==> src/rtl/spi_slave_peripheral_if.sv <==
// rtl/spi_slave_peripheral_if.sv - SPI pins and host byte interface of spi_slave_peripheral
interface spi_slave_peripheral_if #(
    parameter int DATA_W = 8
);
    logic              spi_clk;
    logic              cs;
    logic              mosi;
    logic              miso;
    logic              polarity;
    logic              phase;
    logic [DATA_W-1:0] tx_data;
    logic              tx_load;
    logic              tx_pending;
    logic [DATA_W-1:0] rx_data;
    logic              rx_valid;
    logic              busy;
    logic [3:0]        bit_count;
    logic [1:0]        state;

    modport slave (
        input  spi_clk, cs, mosi, polarity, phase, tx_data, tx_load,
        output miso, tx_pending, rx_data, rx_valid, busy, bit_count, state
    );

    modport master (
        output spi_clk, cs, mosi, polarity, phase, tx_data, tx_load,
        input  miso, tx_pending, rx_data, rx_valid, busy, bit_count, state
    );
endinterface

==> src/rtl/spi_slave_peripheral.sv <==
// rtl/spi_slave_peripheral.sv - oversampled SPI target, all CPOL/CPHA modes, MSB first
module spi_slave_peripheral #(
    parameter int DATA_W      = 8,
    parameter int SYNC_STAGES = 2
) (
    input  logic                    clk,
    input  logic                    reset,
    spi_slave_peripheral_if.slave   bus
);
    typedef enum logic [1:0] {IDLE = 2'd0, SHIFT = 2'd1, WRAP = 2'd2} state_t;

    localparam int         IDXW     = $clog2(DATA_W);
    localparam logic [3:0] LAST_BIT = 4'(DATA_W - 1);

    logic [SYNC_STAGES-1:0] sclk_sync_q, cs_sync_q, mosi_sync_q;
    logic                   sclk_prev_q, cs_prev_q;

    state_t            state_q, state_d;
    logic [DATA_W-1:0] shift_tx_q, shift_tx_d;
    logic [DATA_W-1:0] shift_rx_q, shift_rx_d;
    logic [DATA_W-1:0] pend_q, pend_d;
    logic              pend_valid_q, pend_valid_d;
    logic [DATA_W-1:0] rx_data_q, rx_data_d;
    logic              rx_valid_q, rx_valid_d;
    logic              miso_q, miso_d;
    logic              busy_q, busy_d;
    logic [3:0]        bit_cnt_q, bit_cnt_d;

    logic sclk_s, cs_s, mosi_s;
    logic sclk_rise, sclk_fall, lead_edge, trail_edge, sample_edge, shift_edge;
    logic cs_fall, cs_rise, reload;
    logic [DATA_W-1:0] next_word;
    logic [IDXW-1:0]   tx_idx;

    assign sclk_s = sclk_sync_q[SYNC_STAGES-1];
    assign cs_s   = cs_sync_q[SYNC_STAGES-1];
    assign mosi_s = mosi_sync_q[SYNC_STAGES-1];

    assign sclk_rise   = sclk_s & ~sclk_prev_q;
    assign sclk_fall   = ~sclk_s & sclk_prev_q;
    assign lead_edge   = bus.polarity ? sclk_fall : sclk_rise;
    assign trail_edge  = bus.polarity ? sclk_rise : sclk_fall;
    assign sample_edge = bus.phase ? trail_edge : lead_edge;
    assign shift_edge  = bus.phase ? lead_edge : trail_edge;
    assign cs_fall     = ~cs_s & cs_prev_q;
    assign cs_rise     = cs_s & ~cs_prev_q;

    // A same-cycle tx_load bypasses the pending buffer straight into the shifter.
    assign next_word = bus.tx_load ? bus.tx_data : (pend_valid_q ? pend_q : '0);
    assign tx_idx    = IDXW'(LAST_BIT - bit_cnt_q);

    always_ff @(posedge clk) begin
        if (reset) begin
            sclk_sync_q <= '0;
            cs_sync_q   <= '0;
            mosi_sync_q <= '0;
            sclk_prev_q <= 1'b0;
            cs_prev_q   <= 1'b0;
        end else begin
            sclk_sync_q <= {sclk_sync_q[SYNC_STAGES-2:0], bus.spi_clk};
            cs_sync_q   <= {cs_sync_q[SYNC_STAGES-2:0], bus.cs};
            mosi_sync_q <= {mosi_sync_q[SYNC_STAGES-2:0], bus.mosi};
            sclk_prev_q <= sclk_s;
            cs_prev_q   <= cs_s;
        end
    end

    always_ff @(posedge clk) begin
        if (reset) begin
            state_q      <= IDLE;
            shift_tx_q   <= '0;
            shift_rx_q   <= '0;
            pend_q       <= '0;
            pend_valid_q <= 1'b0;
            rx_data_q    <= '0;
            rx_valid_q   <= 1'b0;
            miso_q       <= 1'b0;
            busy_q       <= 1'b0;
            bit_cnt_q    <= '0;
        end else begin
            state_q      <= state_d;
            shift_tx_q   <= shift_tx_d;
            shift_rx_q   <= shift_rx_d;
            pend_q       <= pend_d;
            pend_valid_q <= pend_valid_d;
            rx_data_q    <= rx_data_d;
            rx_valid_q   <= rx_valid_d;
            miso_q       <= miso_d;
            busy_q       <= busy_d;
            bit_cnt_q    <= bit_cnt_d;
        end
    end

    always_comb begin
        state_d      = state_q;
        shift_tx_d   = shift_tx_q;
        shift_rx_d   = shift_rx_q;
        pend_d       = pend_q;
        pend_valid_d = pend_valid_q;
        rx_data_d    = rx_data_q;
        rx_valid_d   = 1'b0;
        miso_d       = miso_q;
        busy_d       = busy_q;
        bit_cnt_d    = bit_cnt_q;
        reload       = 1'b0;

        if (bus.tx_load) begin
            pend_d       = bus.tx_data;
            pend_valid_d = 1'b1;
        end

        case (state_q)
            IDLE: begin
                miso_d    = 1'b0;
                bit_cnt_d = '0;
                busy_d    = 1'b0;
                if (cs_fall) begin
                    state_d = SHIFT;
                    busy_d  = 1'b1;
                    reload  = 1'b1;
                end
            end
            SHIFT: begin
                if (sample_edge) begin
                    shift_rx_d = {shift_rx_q[DATA_W-2:0], mosi_s};
                    if (bit_cnt_q == LAST_BIT) begin
                        rx_data_d  = shift_rx_d;
                        rx_valid_d = 1'b1;
                        bit_cnt_d  = '0;
                        state_d    = WRAP;
                    end else begin
                        bit_cnt_d = bit_cnt_q + 4'd1;
                    end
                // With CPHA=0 the MSB is already out; a trailing edge at count 0 is the dead one after the last bit.
                end else if (shift_edge && (bus.phase || bit_cnt_q != '0)) begin
                    miso_d = shift_tx_q[tx_idx];
                end
            end
            WRAP: begin
                state_d = SHIFT;
                reload  = ~cs_rise;
            end
            default: state_d = IDLE;
        endcase

        if (reload) begin
            shift_tx_d   = next_word;
            pend_valid_d = 1'b0;
            if (!bus.phase) begin
                miso_d = next_word[DATA_W-1];
            end
        end

        if (cs_rise && state_q != IDLE) begin
            state_d   = IDLE;
            busy_d    = 1'b0;
            miso_d    = 1'b0;
            bit_cnt_d = '0;
        end
    end

    assign bus.miso       = miso_q;
    assign bus.tx_pending = pend_valid_q;
    assign bus.rx_data    = rx_data_q;
    assign bus.rx_valid   = rx_valid_q;
    assign bus.busy       = busy_q;
    assign bus.bit_count  = bit_cnt_q;
    assign bus.state      = state_q;
endmodule

==> src/flat_wrapper.sv <==
// flat-port wrapper written by rule: the top's interface ports become plain ports
module spi_slave_peripheral_flat 
#(
    parameter int DATA_W      = 8,
    parameter int SYNC_STAGES = 2
)
  (clk, reset, bus_spi_clk, bus_cs, bus_mosi, bus_polarity, bus_phase, bus_tx_data, bus_tx_load, bus_miso, bus_tx_pending, bus_rx_data, bus_rx_valid, bus_busy, bus_bit_count, bus_state);
  spi_slave_peripheral_if #(.DATA_W(DATA_W)) bus_i ();
  input  logic clk;
  input  logic reset;
  input wire logic [$bits(bus_i.spi_clk)-1:0] bus_spi_clk;
  input wire logic [$bits(bus_i.cs)-1:0] bus_cs;
  input wire logic [$bits(bus_i.mosi)-1:0] bus_mosi;
  input wire logic [$bits(bus_i.polarity)-1:0] bus_polarity;
  input wire logic [$bits(bus_i.phase)-1:0] bus_phase;
  input wire logic [$bits(bus_i.tx_data)-1:0] bus_tx_data;
  input wire logic [$bits(bus_i.tx_load)-1:0] bus_tx_load;
  output wire logic [$bits(bus_i.miso)-1:0] bus_miso;
  output wire logic [$bits(bus_i.tx_pending)-1:0] bus_tx_pending;
  output wire logic [$bits(bus_i.rx_data)-1:0] bus_rx_data;
  output wire logic [$bits(bus_i.rx_valid)-1:0] bus_rx_valid;
  output wire logic [$bits(bus_i.busy)-1:0] bus_busy;
  output wire logic [$bits(bus_i.bit_count)-1:0] bus_bit_count;
  output wire logic [$bits(bus_i.state)-1:0] bus_state;
  assign bus_i.spi_clk = bus_spi_clk;
  assign bus_i.cs = bus_cs;
  assign bus_i.mosi = bus_mosi;
  assign bus_i.polarity = bus_polarity;
  assign bus_i.phase = bus_phase;
  assign bus_i.tx_data = bus_tx_data;
  assign bus_i.tx_load = bus_tx_load;
  assign bus_miso = bus_i.miso;
  assign bus_tx_pending = bus_i.tx_pending;
  assign bus_rx_data = bus_i.rx_data;
  assign bus_rx_valid = bus_i.rx_valid;
  assign bus_busy = bus_i.busy;
  assign bus_bit_count = bus_i.bit_count;
  assign bus_state = bus_i.state;
  spi_slave_peripheral #(.DATA_W(DATA_W), .SYNC_STAGES(SYNC_STAGES)) u_core (.clk(clk), .reset(reset), .bus(bus_i));
endmodule
==> config.mk <==
export PLATFORM = sky130hd
export DESIGN_NAME = spi_slave_peripheral_flat
export DESIGN_NICKNAME = d
export VERILOG_FILES = /design/src/rtl/spi_slave_peripheral_if.sv /design/src/rtl/spi_slave_peripheral.sv /design/src/flat_wrapper.sv
export SDC_FILE = /design/constraint.sdc
export NUM_CORES = 1
export LEC_CHECK = 0
export CELL_PAD_IN_SITES_DETAIL_PLACEMENT = 0
export CELL_PAD_IN_SITES_GLOBAL_PLACEMENT = 2
export CORE_UTILIZATION = 32
export CTS_CLUSTER_DIAMETER = 50
export CTS_CLUSTER_SIZE = 20
export DETAILED_ROUTE_END_ITERATION = 10
export HOLD_SLACK_MARGIN = 0.03
export PLACE_DENSITY = 0.79
export SKIP_LAST_GASP = 1
export SYNTH_ARGS = -nofsm -noshare
export SYNTH_HDL_FRONTEND = slang
export SYNTH_SLANG_ARGS = --single-unit
==> constraint.sdc <==
create_clock -name clk -period 1.9 [get_ports clk]
set_clock_uncertainty 0.1 [all_clocks]
set_input_delay 0.19 -clock clk [delete_from_list [all_inputs] [get_ports clk]]
set_output_delay 0.19 -clock clk [all_outputs]
set_load 0.005 [all_outputs]
==> images/m1.png <==
Supply wires on this layer in grey.
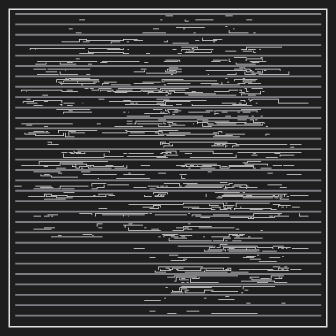
250 nets have wire on it. The layer carries 2360 um of wire. The longest straight run is 17.9 um. The wires run mostly horizontal. The layer holds 51% of the routed length.

==> images/m2.png <==
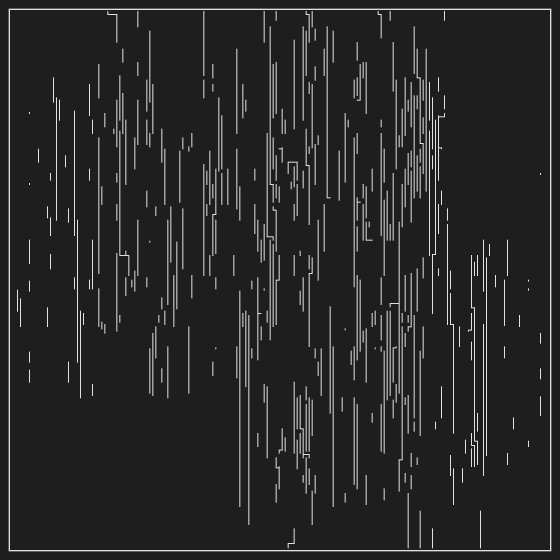
The layer holds 45% of the routed length. The layer carries 2090 um of wire.
M2 GR Usage: 23.64%
routed via count: 1727
WL final: 4654 um

==> results.tsv <==
metric	value	unit
row_count	29	
top_cell_area_share	47.14	%
ys_sh_xor	0.4209	%
drt_iter0_markers	102	
path_buffers	2	
violations	DRC	
avgSynthCellArea	9.589	um^2
maxSlewHeadroom	57.30	%
ys_cells	217	
grt_pass1_vias	1540	
start_kind	flip-flop	
power_density	743.1	nW/um^2
grtUsageTotal	15.20	%
worstPathArrival	1.51	ns
critPathKind	reg2out	
wl_per_cell	13.77	um
avgViaCountPerCell	5.109	
remaining_drc_errors	2	
outcome	finished with violations	
grt_max_degree	23	
antenna_left	0	
setup.worst_path.end	bus_bit_count[1]	
area_growth_syn_to_layout	30.31	%
yosys.area_share.adder	1.203	%
-- worst reg2reg max path: stages (launching register included) --
cell	delay, ns
dfxtp_1	0.55
ha_1	0.29
inv_1	0.06
or4_1	0.46
a311oi_1	0.25
-- metal layers --
| metal | share of wire, % | vias up | global-route usage (%) | routed length, um |
|---|---|---|---|---|
| met5 | 0 | - | 0 | 0 |
| met4 | 1.2 | 0 | 4.655 | 57 |
| met3 | 3.0 | 7 | 3.956 | 140 |
| met2 | 45 | 28 | 23.64 | 2094 |
| met1 | 51 | 813 | 20.51 | 2361 |
| li1 | - | 879 | - | - |
-- per-stage QoR --
stage               total power, W  cells  setup WS (ns)  area [um^2]  hold WS (ns)
detailed placement        0.001255    330        -0.1523         2587        0.3265
finish                    0.002015    338         0.1006         2711        0.3321
CTS                       0.002041    338        0.06284         2710        0.3257
floorplan                 0.001174    217         0.2201         2081        0.2182
global placement          0.001254    330        -0.1459         2587        0.3234
global route              0.002105    338       0.002078         2711        0.3364
-- state kept, by name, summed over array words and instances, names as in the netlist, 2 cells and up --
signal and count:
u_core.cs_sync_q 2, u_core.bus.state 2, u_core.pend_q 8, u_core.shift_rx_q 7, u_core.bus.rx_data 8, u_core.mosi_sync_q 2, u_core.shift_tx_q 8, u_core.sclk_sync_q 2
u_core.bus.bit_count 4
-- timing repair --
item,CTS,global route
hold buffers,0,0
endpoints found under the setup margin,1,1
gates resized,1,1
-- cell usage in the layout (no fill, tap or decap), drive strengths merged, types with 2 or more instances in the layout --
cell type / netlist / routed
mux2i: 3 / 3
clkbuf: 12 / 6
a22o: 7 / 7
nor2b: 19 / 19
a21oi: 21 / 21
a22oi: 2 / 2
o31ai: 8 / 8
ha: 2 / 2
nand2: 7 / 7
nand4: 8 / 8
inv: 5 / 5
o21ai: 9 / 9
buf: 3 / 18
nor3: 3 / 3
o21bai: 2 / 2
dfxtp: 49 / 49
nand3b: 2 / 2
or4: 3 / 3
mux2: 9 / 9
nor2: 6 / 6
o22ai: 3 / 3
mux4: 2 / 2
clkdlybuf4s50: 0 / 33
nand2b: 5 / 5
nor4: 3 / 3
a21o: 2 / 2
nand3: 10 / 10
-- final cells by class --
type	instances	area share, %
Clock inverter	2	1.384
Tap cell	77	3.553
Sequential cell	49	36.23
Multi-Input combinational cell	148	37.47
Timing Repair Buffer	51	17.63
Clock buffer	6	3.046
Inverter	5	0.6922
-- power groups by stage --
stage	Sequential [W]	Clock, W	Combinational [W]
global placement	0.00108	0	0.000172
CTS	0.00106	0.000808	0.000173
global route	0.00106	0.000854	0.000189
finish	0.00106	0.000785	0.000172
floorplan	0.00108	0	0.0000944
detailed placement	0.00108	0	0.000173
-- logic make-up after synthesis --
| family | after synthesis |
|---|---|
| fa+ha+maj | 2 |
| compound gates | 61 |
| flops | 49 |
| buf+inv | 20 |
| simple gates | 70 |
| xor+xnor | 1 |
| mux | 14 |
No activity file was given, so power comes from the tool's default toggle rates.
